### config.mk
export PLATFORM = sky130hd
export DESIGN_NAME = serial_adder_flat
export DESIGN_NICKNAME = d
export VERILOG_FILES = /design/src/rtl/serial_adder_if.sv /design/src/rtl/serial_adder.sv /design/src/flat_wrapper.sv
export SDC_FILE = /design/constraint.sdc
export NUM_CORES = 1
export LEC_CHECK = 0
export ABC_AREA = 1
export CAP_MARGIN = 10
export CORE_MARGIN = 2
export CORE_UTILIZATION = 46
export DETAILED_ROUTE_END_ITERATION = 12
export PLACE_DENSITY = 0.73
export SLEW_MARGIN = 10
export SYNTH_ARGS = -nofsm -noshare
export SYNTH_HDL_FRONTEND = slang
export SYNTH_SLANG_ARGS = --single-unit
### constraint.sdc
create_clock -name clk -period 1.3 [get_ports clk]
set_input_delay 0.325 -clock clk [delete_from_list [all_inputs] [get_ports clk]]
set_output_delay 0.325 -clock clk [all_outputs]
set_load 0.05 [all_outputs]
### src/rtl/serial_adder_if.sv
// Request/result bundle for the serial adder.
// The master issues operands; the slave returns status and results.
interface serial_adder_if #(
    parameter int WIDTH = 8
);
    logic             start;
    logic             sub;
    logic             cin;
    logic [WIDTH-1:0] a;
    logic [WIDTH-1:0] b;
    logic             busy;
    logic             done;
    logic [WIDTH-1:0] sum;
    logic             carry;
    logic             overflow;

    modport master (
        output start, sub, cin, a, b,
        input  busy, done, sum, carry, overflow
    );

    modport slave (
        input  start, sub, cin, a, b,
        output busy, done, sum, carry, overflow
    );
endinterface

### src/rtl/serial_adder.sv
// Multi-cycle adder/subtractor: STEP bits per clock through a ripple slice,
// result shifted in from the top and published on entry to DONE.
module serial_adder #(
    parameter int WIDTH = 8,
    parameter int STEP  = 1
) (
    input logic          clk,
    input logic          rst,
    serial_adder_if.slave bus
);
    localparam int N  = WIDTH / STEP;
    localparam int CW = (N > 1) ? $clog2(N) : 1;

    typedef enum logic [1:0] {IDLE, RUN, DONE} state_t;

    state_t           state;
    logic [WIDTH-1:0] x;
    logic [WIDTH-1:0] y;
    logic [WIDTH-1:0] acc;
    logic             c;
    logic [CW-1:0]    cnt;
    logic             busy_q;
    logic             done_q;
    logic [WIDTH-1:0] sum_q;
    logic             carry_q;
    logic             ovf_q;

    logic [STEP-1:0]  bits;
    logic             ripple;
    logic             c_msb;
    logic             c_out;
    logic [WIDTH-1:0] acc_next;

    // STEP chained full-adder cells over the low bits of the operand shifters
    always_comb begin
        bits   = '0;
        ripple = c;
        c_msb  = c;
        for (int i = 0; i < STEP; i++) begin
            bits[i] = x[i] ^ y[i] ^ ripple;
            c_msb   = ripple;
            ripple  = (x[i] & y[i]) | (x[i] & ripple) | (y[i] & ripple);
        end
        c_out    = ripple;
        acc_next = (acc >> STEP) | (WIDTH'(bits) << (WIDTH - STEP));
    end

    always_ff @(posedge clk or posedge rst) begin
        if (rst) begin
            state   <= IDLE;
            x       <= '0;
            y       <= '0;
            acc     <= '0;
            c       <= 1'b0;
            cnt     <= '0;
            busy_q  <= 1'b0;
            done_q  <= 1'b0;
            sum_q   <= '0;
            carry_q <= 1'b0;
            ovf_q   <= 1'b0;
        end else begin
            unique case (state)
                IDLE: begin
                    if (bus.start) begin
                        x      <= bus.a;
                        y      <= bus.sub ? ~bus.b : bus.b;
                        c      <= bus.sub ? 1'b1 : bus.cin;
                        acc    <= '0;
                        cnt    <= '0;
                        busy_q <= 1'b1;
                        state  <= RUN;
                    end
                end
                RUN: begin
                    x   <= x >> STEP;
                    y   <= y >> STEP;
                    c   <= c_out;
                    acc <= acc_next;
                    cnt <= cnt + 1'b1;
                    if (cnt == CW'(N - 1)) begin
                        state   <= DONE;
                        busy_q  <= 1'b0;
                        done_q  <= 1'b1;
                        sum_q   <= acc_next;
                        carry_q <= c_out;
                        ovf_q   <= c_msb ^ c_out;
                    end
                end
                DONE: begin
                    done_q <= 1'b0;
                    state  <= IDLE;
                end
                default: state <= IDLE;
            endcase
        end
    end

    assign bus.busy     = busy_q;
    assign bus.done     = done_q;
    assign bus.sum      = sum_q;
    assign bus.carry    = carry_q;
    assign bus.overflow = ovf_q;
endmodule
### src/flat_wrapper.sv
// flat-port wrapper written by rule: the top's interface ports become plain ports
module serial_adder_flat 
#(
    parameter int WIDTH = 8,
    parameter int STEP  = 1
)
  (clk, rst, bus_start, bus_sub, bus_cin, bus_a, bus_b, bus_busy, bus_done, bus_sum, bus_carry, bus_overflow);
  serial_adder_if #(.WIDTH(WIDTH)) bus_i ();
  input logic clk;
  input logic rst;
  input wire logic [$bits(bus_i.start)-1:0] bus_start;
  input wire logic [$bits(bus_i.sub)-1:0] bus_sub;
  input wire logic [$bits(bus_i.cin)-1:0] bus_cin;
  input wire logic [$bits(bus_i.a)-1:0] bus_a;
  input wire logic [$bits(bus_i.b)-1:0] bus_b;
  output wire logic [$bits(bus_i.busy)-1:0] bus_busy;
  output wire logic [$bits(bus_i.done)-1:0] bus_done;
  output wire logic [$bits(bus_i.sum)-1:0] bus_sum;
  output wire logic [$bits(bus_i.carry)-1:0] bus_carry;
  output wire logic [$bits(bus_i.overflow)-1:0] bus_overflow;
  assign bus_i.start = bus_start;
  assign bus_i.sub = bus_sub;
  assign bus_i.cin = bus_cin;
  assign bus_i.a = bus_a;
  assign bus_i.b = bus_b;
  assign bus_busy = bus_i.busy;
  assign bus_done = bus_i.done;
  assign bus_sum = bus_i.sum;
  assign bus_carry = bus_i.carry;
  assign bus_overflow = bus_i.overflow;
  serial_adder #(.WIDTH(WIDTH), .STEP(STEP)) u_core (.clk(clk), .rst(rst), .bus(bus_i));
endmodule
Figure 1. The metal 2 layer.
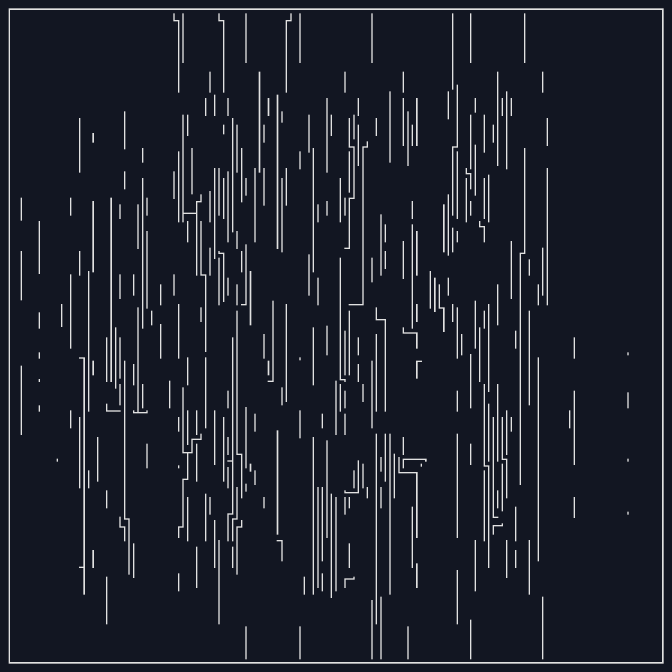
208 nets have wire on it. The layer carries 1510 µm of wire. The wires run mostly vertical.

Figure 2. Signal wires by layer.
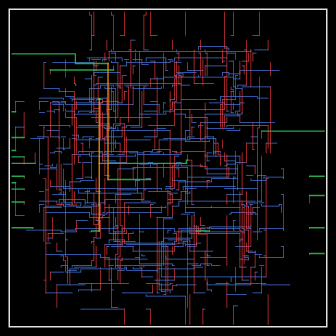
Red stands for metal 2, wire length 1510 µm. Orange stands for metal 4, wire length 52.4 µm. Blue stands for metal 1, wire length 1550 µm. Green stands for metal 3, wire length 118 µm.

==> results.cfg <==
; implementation run metrics
[clock_tree]
root_buffer = clkbuf_8
cts_buffer_depth = 2
clk-insertion-delay-late_ps = 290
cts_tree = yes
cts-buffers-inserted = 5
postCtsHoldBufs = 0
cts.repair_timing.setup_buffer_count = 0
numClockSinks = 41
htreeDepth = 2

[global_routing]
antenna_found_initial = 0
first_global_vias = 1347
grt_first_pass_wirelength_um = 5860
grt_max_degree = 42

[power]
finalPower_mw = 5.82
pwr.group.combinational_mw = 2.88
clock_power_mw = 0.790
pwr.group.sequential_mw = 2.15
power.static_leakage_nw = 1.20
power_switching_mw = 2.34
pwr-share-comb_pct = 49.5
clockPowerShare_pct = 13.6
power.share.sequential_pct = 36.9
netSwitchingFraction_pct = 40.3
vdd_ir_drop_max_v = 0.00142
pwr_density_cell_nw_per_um2 = 2360

[final_timing]
layout_min_cycle_time_ps = 1240
hold_violations = 0
max_slew.worst_pin.slew_ps = 264
min_period_over_period_pct = 95.6
rsz0062_at_grt = false
maxSlewViolCount = 0
slew_headroom_pct = 82.4
f_max_ghz = 0.804
setup_total_negative_slack_ps = 0
setup_violations = 0

[synthesis]
yosys-stat-cells = 201
top_cell = nand2_1
syn_inst = 201
synth_nets = 225
synth.yosys.chip_area_um2 = 1810
edf_count = 0
synth-main-ff-cell = dfrtp_1
yosys.area_share.xor_xnor_pct = 2.90
synthAdderAreaFrac_pct = 2.49
synth.lib_cells_used.distinct = 19
ys_top_cells_by_count = nand2_1 (78), dfrtp_1 (41), inv_1 (16), nand3_1 (16)
synth-seq-area-share_pct = 56.7
synth.mux.area_fraction_pct = 0
synthTopCellsByArea = dfrtp_1 (57%), nand2_1 (16%), nand3_1 (4.4%)
synth-simple-area-share_pct = 23.2
synth-async-reset-ratio_pct = 100
postSynthRegisterBits = 41
ys_sh_aoi_pct = 8.23

[place]
post-dp-hpwl_um = 2260
dp.cells = 283
gp_congestion = 0.741
port_buffers = 32

[floorplan]
die_width_um = 66.7
die-height_um = 66.7
taps = 48
core_region_area_um2 = 3720
fp-utilization_pct = 48.7
chipArea_um2 = 4450
io_pins = 33

[layout]
buffers_excl_clock = 42
num-clock-buffers = 5
final_common_cell = nand2_1
seq_area_share_pct = 41.6
area.sequential_um2 = 1030
area_share_nonclk_buffers_pct = 22.1
cell_class_ranked_first_by_area = sequential cells
layout.nets = 267
clock_area_share_pct = 3.50
layout_top_cells_excl_fill_tap = nand2_1 (78), dfrtp_1 (41), clkdlybuf4s50_1 (20)
drive_above_1_share_pct = 18.4
logic_gate_count = 136
num-nonclk-inverters = 17
area.combinational_um2 = 683
finalNonFillerCells = 292
sh_comb_area_pct = 27.7
flow.area_growth_from_synthesis_pct = 36.2

[detailed_routing]
wl_per_cell_um = 11.1
dr.max_layer_used = met4
totalWireLength_um = 3230
via_density = 4.84
detailroute.wirelength.met2_um = 1510
drc = 0
m1WireLength_um = 1550
detailroute.wirelength.met3_um = 117

[worst_setup_path]
timing.critical_path.max_delay_family = adder cells
cp_slowest_cell = fa_2
timing.critical_path.buf_inv = 1
r2r-start = u_core.c
setup.worst_path.start_class = flop
regToRegEndpoint = u_core.acc[7]
endpoint = u_core.acc[7]
criticalPathCategory = reg2reg
cp_cell_sequence = fa_2 > inv_1 > o22ai_1
worstPathRequired_ps = 1510
worst_setup_path_startpoint = u_core.c
critical_path_arrival_ps = 1460
r2r.worst_path.cells = 3
endpoint_kind = flop
worst-r2r-setup-slack_ps = 60

[run]
openroad.warnings = 26
max_cap_viol_count = 0

[run_status]
run_status = complete, no violations

[hold_path]
min_path_type = in2async
Figure 3. Track usage over the die.
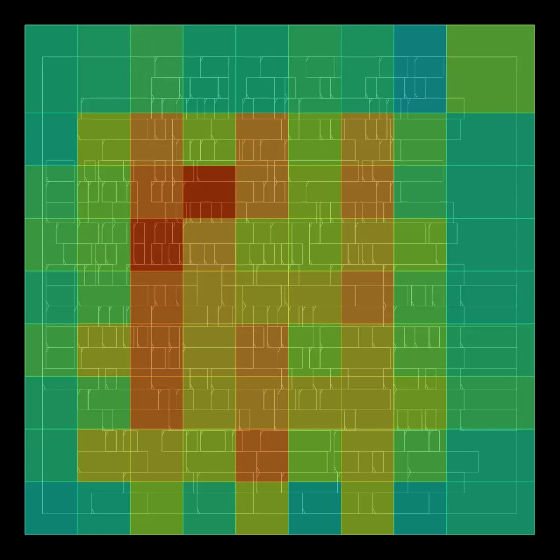
Core Util, Final: 66.3%
met3 usage: 3.72%

-- metrics by stage --
stage | area [µm²] | setup slack [ps] | hold WS [ps]
2_1_floorplan | 1810 | 29.0 | 435
6_report | 2460 | 57.0 | 386
3_5_place_dp | 2360 | -147 | 465
4_1_cts | 2450 | 24.2 | 400
5_1_grt | 2460 | 5.21 | 403
3_3_place_gp | 2360 | -127 | 462
-- what timing repair did --
| action | in CTS | in global routing |
|---|---|---|
| endpoints found under the setup margin | 9 | 7 |
| pin swaps | 1 | 1 |
| resized | 1 | 4 |
| gates cloned | 1 | 0 |
-- routing by layer --
metal	global-route usage, %	vias up
li1	-	716
met1	23.5	667
met2	27.6	24
met3	3.72	5
met4	8.42	0
met5	0	-
Power figures rest on the tool's default switching activity, not on a simulated workload.
